`config.mk`:
```
export PLATFORM = sky130hd
export DESIGN_NAME = byte_serializer_flat
export DESIGN_NICKNAME = d
export VERILOG_FILES = /design/src/rtl/byte_serializer_if.sv /design/src/rtl/byte_serializer.sv /design/src/flat_wrapper.sv
export SDC_FILE = /design/constraint.sdc
export NUM_CORES = 1
export LEC_CHECK = 0
export ABC_AREA = 1
export CAP_MARGIN = 10
export CORE_UTILIZATION = 24
export CTS_CLUSTER_DIAMETER = 30
export DETAILED_ROUTE_END_ITERATION = 10
export PLACE_DENSITY = 0.46
export SETUP_SLACK_MARGIN = 0.2
export SYNTH_ARGS = -nofsm -noshare
export SYNTH_HDL_FRONTEND = slang
export SYNTH_SLANG_ARGS = --single-unit
```
`constraint.sdc`:
```
create_clock -name clk -period 2 [get_ports clk]
set_input_delay 0.6 -clock clk [delete_from_list [all_inputs] [get_ports clk]]
set_output_delay 0.6 -clock clk [all_outputs]
set_load 0.005 [all_outputs]
```
`src/rtl/byte_serializer_if.sv`:
```
// Handshake bundle for byte_serializer: a word-wide valid/ready input
// channel and a byte-wide valid/ready output channel with an end-of-word
// marker. The serializer connects through the slave modport. The
// environment that feeds words and drains bytes uses the master modport.
interface byte_serializer_if #(
  parameter int WORD_W = 32,
  parameter int BYTE_W = 8
);
  // Upstream word channel
  logic              in_valid;
  logic [WORD_W-1:0] in_data;
  logic              in_ready;

  // Downstream byte channel
  logic              out_valid;
  logic [BYTE_W-1:0] out_data;
  logic              out_ready;
  logic              out_last;

  // Environment side: produces words, consumes bytes.
  modport master (
    output in_valid, in_data, out_ready,
    input  in_ready, out_valid, out_data, out_last
  );

  // Serializer side: consumes words, produces bytes.
  modport slave (
    input  in_valid, in_data, out_ready,
    output in_ready, out_valid, out_data, out_last
  );
endinterface

```
`src/rtl/byte_serializer.sv`:
```
// byte_serializer: accepts one NUM_BYTES*BYTE_W-bit word over a valid/ready
// handshake and emits its bytes one per cycle over a second valid/ready
// handshake. out_last marks the final byte of each word, and word_cnt counts
// fully emitted words, wrapping modulo 2**CNT_W.
//
// Byte order is MSB first by default. Define BYTE_SERIALIZER_LSB_FIRST_EN to
// emit LSB first. The handshake, latency, out_last timing and word_cnt are the
// same in both builds.
//
// A word accepted while the final byte of the previous word is transferring
// is loaded on the same edge. The stream then continues with no bubble.
module byte_serializer #(
  parameter int NUM_BYTES = 4,
  parameter int BYTE_W    = 8,
  parameter int CNT_W     = 8
) (
  input  logic             clk,
  input  logic             reset,     // asynchronous, active low
  byte_serializer_if.slave bus,
  output logic [CNT_W-1:0] word_cnt
);

  localparam int WORD_W = NUM_BYTES * BYTE_W;
  localparam int IDX_W  = (NUM_BYTES > 1) ? $clog2(NUM_BYTES) : 1;
  localparam logic [IDX_W-1:0] LAST_IDX = IDX_W'(NUM_BYTES - 1);

  typedef enum logic [0:0] {
    IDLE = 1'b0,  // no word held
    SEND = 1'b1   // a word is held and its bytes are being emitted
  } state_t;

  state_t             state_q, state_d;
  logic [IDX_W-1:0]   idx_q,   idx_d;
  logic [WORD_W-1:0]  shreg_q, shreg_d;
  logic [CNT_W-1:0]   cnt_q,   cnt_d;

  logic               out_valid;
  logic               out_last;
  logic               xfer;
  logic               in_ready;
  logic               accept;
  logic [BYTE_W-1:0]  cur_byte;
  logic [WORD_W-1:0]  shifted;

  // The byte on the output is always at one fixed end of the shift register.
  // After each transfer the register shifts one byte toward that end. The
  // final byte of a word is never shifted out, so in IDLE out_data keeps
  // showing the last emitted byte.
`ifdef BYTE_SERIALIZER_LSB_FIRST_EN
  assign cur_byte = shreg_q[BYTE_W-1:0];
  assign shifted  = {{BYTE_W{1'b0}}, shreg_q[WORD_W-1:BYTE_W]};
`else
  assign cur_byte = shreg_q[WORD_W-1 -: BYTE_W];
  assign shifted  = {shreg_q[WORD_W-BYTE_W-1:0], {BYTE_W{1'b0}}};
`endif

  // Handshake decode. in_ready depends on the registered state and on
  // out_ready. It has no path from in_valid.
  assign out_valid = (state_q == SEND);
  assign out_last  = out_valid && (idx_q == LAST_IDX);
  assign xfer      = out_valid && bus.out_ready;
  assign in_ready  = (state_q == IDLE) || (xfer && out_last);
  assign accept    = bus.in_valid && in_ready;

  assign bus.in_ready  = in_ready;
  assign bus.out_valid = out_valid;
  assign bus.out_data  = cur_byte;
  assign bus.out_last  = out_last;
  assign word_cnt      = cnt_q;

  // Next-state, byte index, shift register and word counter.
  // NOTE: every signal driven here gets a hold value before the case
  // statement. Any path that leaves a signal unassigned would infer a latch.
  always_comb begin
    state_d = state_q;
    idx_d   = idx_q;
    shreg_d = shreg_q;
    cnt_d   = cnt_q;

    unique case (state_q)
      IDLE: begin
        if (accept) begin
          state_d = SEND;
          idx_d   = '0;
          shreg_d = bus.in_data;
        end
      end

      SEND: begin
        if (xfer) begin
          if (out_last) begin
            cnt_d = cnt_q + CNT_W'(1);
            if (accept) begin
              // Back-to-back: the next word follows with no gap.
              idx_d   = '0;
              shreg_d = bus.in_data;
            end else begin
              // Index and register hold, so out_data keeps the last byte.
              state_d = IDLE;
            end
          end else begin
            idx_d   = idx_q + IDX_W'(1);
            shreg_d = shifted;
          end
        end
        // While out_ready is low, everything holds and the byte stays stable.
      end

      default: begin
        state_d = IDLE;
      end
    endcase
  end

  // State register with asynchronous clear.
  // NOTE: sequential state uses non-blocking assignments only. All
  // registers then update together on the edge, with no dependence on the
  // order of evaluation.
  // NOTE: the datapath register is reset along with the control state,
  // because out_data must read zero out of reset.
  always_ff @(posedge clk or negedge reset) begin
    if (!reset) begin
      state_q <= IDLE;
      idx_q   <= '0;
      shreg_q <= '0;
      cnt_q   <= '0;
    end else begin
      state_q <= state_d;
      idx_q   <= idx_d;
      shreg_q <= shreg_d;
      cnt_q   <= cnt_d;
    end
  end

endmodule

```
`src/flat_wrapper.sv`:
```
// flat-port wrapper written by rule: the top's interface ports become plain ports
module byte_serializer_flat 
#(
  parameter int NUM_BYTES = 4,
  parameter int BYTE_W    = 8,
  parameter int CNT_W     = 8
)
  (clk, reset, word_cnt, bus_in_valid, bus_in_data, bus_out_ready, bus_in_ready, bus_out_valid, bus_out_data, bus_out_last);
  byte_serializer_if #(.BYTE_W(BYTE_W)) bus_i ();
  input  logic clk;
  input  logic reset;
  output logic [CNT_W-1:0] word_cnt;
  input wire logic [$bits(bus_i.in_valid)-1:0] bus_in_valid;
  input wire logic [$bits(bus_i.in_data)-1:0] bus_in_data;
  input wire logic [$bits(bus_i.out_ready)-1:0] bus_out_ready;
  output wire logic [$bits(bus_i.in_ready)-1:0] bus_in_ready;
  output wire logic [$bits(bus_i.out_valid)-1:0] bus_out_valid;
  output wire logic [$bits(bus_i.out_data)-1:0] bus_out_data;
  output wire logic [$bits(bus_i.out_last)-1:0] bus_out_last;
  assign bus_i.in_valid = bus_in_valid;
  assign bus_i.in_data = bus_in_data;
  assign bus_i.out_ready = bus_out_ready;
  assign bus_in_ready = bus_i.in_ready;
  assign bus_out_valid = bus_i.out_valid;
  assign bus_out_data = bus_i.out_data;
  assign bus_out_last = bus_i.out_last;
  byte_serializer #(.NUM_BYTES(NUM_BYTES), .BYTE_W(BYTE_W), .CNT_W(CNT_W)) u_core (.clk(clk), .reset(reset), .bus(bus_i), .word_cnt(word_cnt));
endmodule
```
==> deck_impl_summary.md, run 1 <==
Flow Results at a Glance

Status
  – Outcome: complete, no violations

Placed design
  – GP Congestion: 0.689
  – I/O Buffers: 54

Detailed routing
  – DRC: 0
  – Via density per instance: 4.08

Final timing
  – Tcrit/Tclk final: 93.4%
  – Fin crit period: 1870 ps
  – RSZ-0062 raised after global routing: yes
  – FMAX: ~0.54 GHz

Cells and area
  – Highest-count logic cell in the final layout: nor2_1
  – Antenna fix cells: 0

Clocking
  – CTS max path bufs: 2
  – Postcts setup bufs: 11

Pwr
  – Design Power: 3.50 mW
  – Maximum vdd ir drop: 0.358 mV

Floorplanning
  – I/O pin count: between 50 and 60
  – Fp util: between 20% and 30%

Critical path
  – Most used cell along the critical path: buf_6
  – Critical Path RT: ~1400 ps

Yosys
  – Synth Area per Inst: about 8.7 um2
==> run 1: through the flow <==
stage / std cells / cell area (um2) / worst slack, ps / hold WS (ps)
6_report: 435 / 3160 / 131 / 273
5_1_grt: 435 / 3160 / 65.1 / 287
4_1_cts: 424 / 3030 / 116 / 278
3_5_place_dp: 406 / 2820 / -418 / 469
3_3_place_gp: 406 / 2820 / -418 / 461
2_1_floorplan: 245 / 2120 / 392 / 304
==> run 1: Yosys cell counts <==
| library cell | instances | area (um2) |
|---|---|---|
| nor3b_1 | 1 | 7.51 |
| nand4_1 | 1 | 6.26 |
| xor2_1 | 4 | 35.0 |
| nand2_4 | 1 | 11.3 |
| o21ai_2 | 5 | 43.8 |
| a21oi_1 | 2 | 10.0 |
| clkinv_1 | 1 | 3.75 |
| buf_6 | 5 | 56.3 |
| buf_4 | 11 | 82.6 |
| or2_1 | 1 | 6.26 |
| inv_1 | 27 | 101 |
| or2_2 | 7 | 43.8 |
| nand2_2 | 3 | 18.8 |
| nand3_2 | 1 | 10.0 |
| xnor2_1 | 2 | 17.5 |
| o21ai_1 | 2 | 10.0 |
| dfrtp_1 | 43 | 1080 |
| nand3_1 | 9 | 45.0 |
| ha_1 | 2 | 25.0 |
| or2_0 | 8 | 50.1 |
| nand2_1 | 30 | 113 |
| a21oi_4 | 1 | 16.3 |
| nor2_2 | 2 | 12.5 |
| inv_2 | 1 | 3.75 |
| nor2_1 | 49 | 184 |
| o21ai_0 | 26 | 130 |
==> run 1: report_power, final <==
part | internal (mW) | total, mW | switching (mW)
sequential | 1.19 | 1.35 | 0.159
combinational | 0.825 | 1.50 | 0.672
clock | 0.367 | 0.658 | 0.292
total | 2.38 | 3.50 | 1.12
==> run 1: cells by family (layout without fill, tap and decap cells) <==
| group | count (synthesis) | after routing | share of synthesized area, % |
|---|---|---|---|
| compound gates | 36 | 36 | 9.92 |
| xor+xnor | 6 | 6 | 2.48 |
| fa+ha+maj | 2 | 2 | 1.18 |
| buf+inv | 45 | 129 | 11.7 |
| flops | 43 | 43 | 50.8 |
| simple gates | 113 | 114 | 24.0 |
==> run 1: cell type report <==
cell class	count	area [um2]	area share, %
Clock inverter	1	30.0	0.951
Tap cell	105	131	4.16
Sequential cell	43	1080	34.1
Clock buffer	6	72.6	2.30
Multi-Input combinational cell	158	850	26.9
Timing Repair Buffer	93	888	28.1
Inverter	29	109	3.45
==> run 1: per-layer routing <==
layer	vias up	global-route usage, %
li1	917	-
met1	816	17.4
met2	41	20.0
met3	2	2.69
met4	0	3.36
met5	-	0
==> run 1: registers in the layout, indices dropped and copies added (netlist names) <==
signal                flops
u_core.word_cnt           8
u_core.shreg_q           32
u_core.idx_q              2
u_core.bus.out_valid      1
==> run 1: path summary, 6_finish.rpt <==
| path | to | depth (start not counted) |
|---|---|---|
| max | bus_in_ready | 5 |
| min | u_core.bus.out_valid | 2 |
| max reg2reg | u_core.word_cnt[6] | 10 |
| min reg2reg | u_core.shreg_q[9] | 2 |
| max in group asynchronous | u_core.word_cnt[2] | 2 |
| min in group clk | u_core.shreg_q[9] | 2 |
Figure 1. Drive-strength map (run 1).
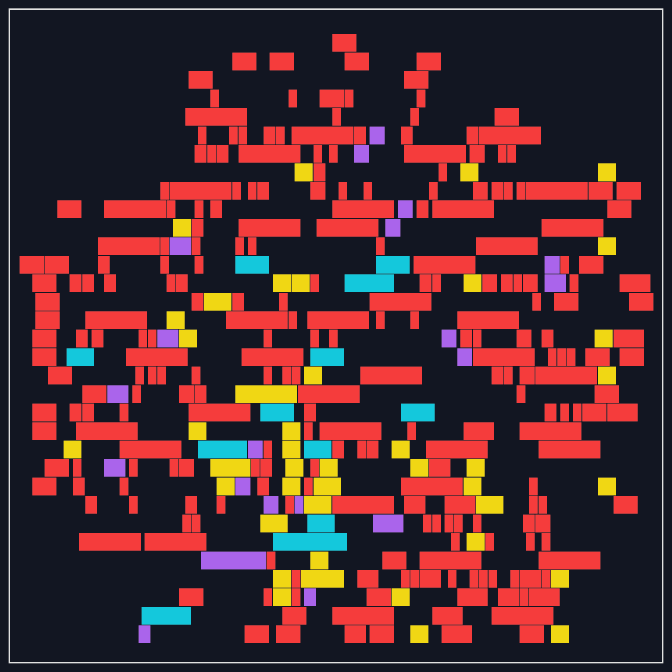
drive 1 or less -> red  # cells 256, share 78%, most used nor2_1
drive 3 to 4 -> yellow  # cells 42, share 13%, most used buf_4
drive 2 -> purple  # cells 20, share 6.1%, most used or2_2
drive 6 and up -> cyan  # cells 12, share 3.6%, most used clkbuf_8

Figure 2. Metal layers overlaid (run 1).
Only two layers are drawn.
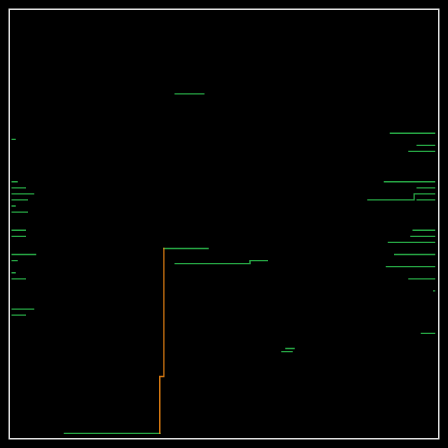
met3 -> green  # wire length 209 um
met4 -> orange  # wire length 42.4 um
final WL: 5180 um
Via Count: 1776
drt wl/cell: 11.9 um

Figure 3. Routing congestion map (run 1).
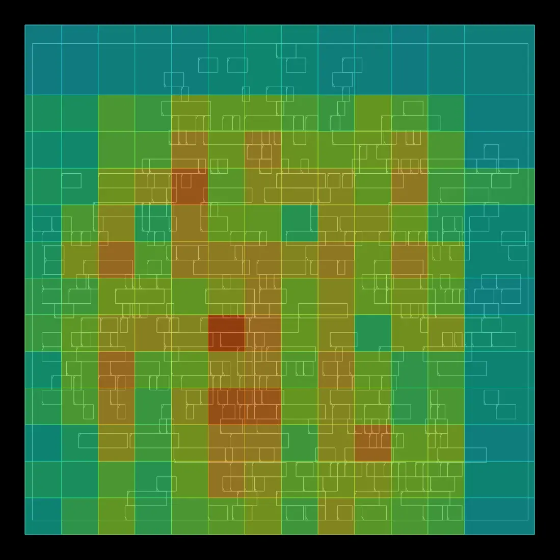
Final Core Density: 37.7%
GRT busiest layer: met2
grt met2 use: 20.0%
Tot GR Track Use: 12.6%
met3 usage: 2.69%

==> run 2: changes to the inputs <==
CAP_MARGIN = 20   (was 10)
CTS_CLUSTER_DIAMETER = not set   (was 30)
Figure 4. Register map, names as in the netlist (run 2).
Bar = 20 um. Other sequential cells in the stronger gray, the rest of the logic in the fainter gray.
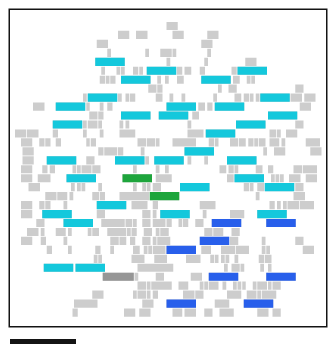
u_core.shreg_q -> cyan  # placed flops 32
u_core.idx_q -> green  # placed flops 2
u_core.word_cnt -> blue  # placed flops 8
not colored = 1

Figure 5. Routing congestion map (run 2).
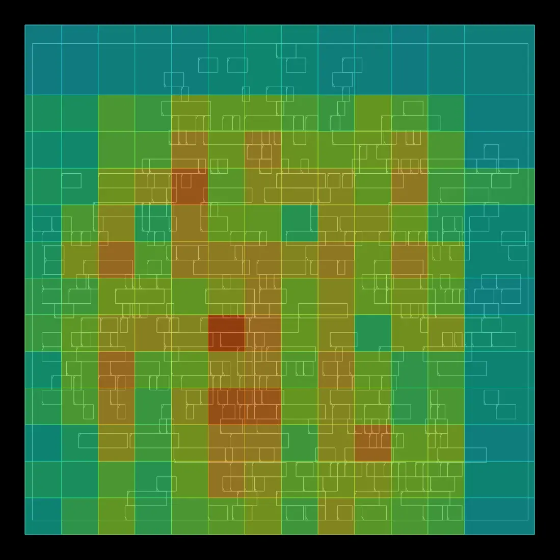
grt met1 use: 17.4%

==> run 2 against run 1 <==
Clock skew did not move. Synthesized cell count did not move. Sequential power barely moved. Global-route usage did not move. Non-clock buffer count did not move. Sequential share of layout area did not move. Critical endpoint unchanged. Largest power group unchanged.
==> deck_impl_summary.md, run 2 <==
Flow Results at a Glance

Clocking
  – Clock sinks: 43
  – CTS max path bufs: 2 (unchanged)

Yosys
  – Max-area cell share: 50.8% (unchanged)
  – Synthesized instance count: approximately 250
  – Top cells by area: dfrtp_1, nor2_1, o21ai_0
  – Synth Area per Inst: 8.65 um2 (unchanged)
  – Main synth FF type: dfrtp_1
  – Commonest cells post-synth: nor2_1, dfrtp_1, nand2_1
  – Asr flop ratio synth: 100% (unchanged)
  – Number of enable flip-flop cells: 0 (unchanged)
  – Yosys top cell by area: dfrtp_1
  – Top-count cell post-synth: nor2_1

Critical path
  – Worst r2r src: u_core.idx_q[0]
  – Critical Path RT: 1400 ps (about the same)
  – Most used cell along the critical path: buf_6
  – Crit-path cells: ha_4, buf_6, nand3_4, nand2_4, buf_6
  – Worst EP arrival: 1270 ps

Detailed routing
  – Met3 wire length: between 200 and 250 um
  – Via Count: 1776 (unchanged)
  – DRC: 0 (unchanged)
  – Final WL: 5180 um (unchanged)

Cells and area
  – Top cells excl fill/tap: nor2_1, clkdlybuf4s50_1, dfrtp_1, buf_4, nand2_1
  – Reg with most FFs: u_core.shreg_q
  – Final Core Density: 37.7% (unchanged)
  – Non-Filler Instances: 435 (unchanged)
  – Highest-count logic cell in the final layout: nor2_1

Status
  – Outcome: complete, no violations

Final timing
  – WHS: 273 ps (unchanged)
  – Fin worst setup slack: 131 ps (unchanged)
  – RSZ-0062 raised after global routing: yes
  – Tcrit/Tclk final: 93.4% (unchanged)
  – FMAX: 0.535 GHz (unchanged)

Placed design
  – I/O Buffers: 54 (unchanged)
  – GP Congestion: 0.689 (unchanged)
  – Pre-CTS setup slack: -418 ps (unchanged)
  – Placed cell area: 2820 um2 (unchanged)

Floorplanning
  – I/O pin count: 55 (unchanged)
  – Fp util: 25.3% (unchanged)

GRT
  – Tot GR Track Use: 12.6% (unchanged)

Pwr
  – Pwr dens: 1110 nW/um2
run 2: repair_timing:
| action | 4_1_cts | 5_1_grt |
|---|---|---|
| hold buffers | 0 | 0 |
| setup endpoints to repair | 8 | 26 |
| pin swaps | 1 | 5 |
| cloned | 0 | 1 |
| gates resized | 13 | 16 |
| buffers inserted | 11 | 10 |
run 2: path summary, 6_finish.rpt:
check / endpoint / slack (ps) / cells after the start
min in group clk: u_core.shreg_q[9] / 510 / 2
worst max-delay path: bus_in_ready / 130 / 5
max in group asynchronous: u_core.word_cnt[2] / 1500 / 2
worst min-delay path: u_core.bus.out_valid / 270 / 2
worst max register to register: u_core.word_cnt[6] / 290 / 10
worst min register to register: u_core.shreg_q[9] / 510 / 2
run 2: layout make-up:
cell class,count,area [um2]
flip-flops and latches,43,1080
repair buffers,93,888
clock buffers,6,72.6
inverters,29,109
clock inverters,1,30.0
multi-input cells,158,850
well taps,105,131
fillers,868,5220
run 2: per-layer routing:
layer / vias up / GRT usage, %
met2: 41 / 20.0
met3: 2 / 2.69
li1: 917 / -
met4: 0 / 3.36
met1: 816 / 17.4
met5: - / 0
run 2: where the power goes:
part	internal (mW)	switching, mW	total [mW]
combinational	0.825	0.672	1.50
sequential	1.19	0.159	1.35
clock	0.367	0.292	0.658
total	2.38	1.12	3.50
run 2: through the flow:
step / TNS [ps] / total power, mW
4_1_cts: 0 / 3.46
3_5_place_dp: -1580 / 2.66
2_1_floorplan: 0 / 2.14
5_1_grt: 0 / 3.84
3_3_place_gp: -1740 / 2.63
6_report: 0 / 3.50
run 2: worst max-delay path, delay by kind of cell, from the launching register on:
kind                       cells  cell delay [ps]
buffers and inverters          2              230
DFF                            1              420
adders and majority gates      1              180
and+or+nand+nor                2              140
run 2: kinds of logic (layout without fill, tap and decap cells):
group	count (synthesis)	in the layout	synth area share [%]
fa+ha+maj	2	2	1.18
xor+xnor	6	6	2.48
compound gates	36	36	9.92
buf+inv	45	129	11.7
flops	43	43	50.8
simple gates	113	114	24.0
Power figures rest on the tool's default switching activity, not on a simulated workload.
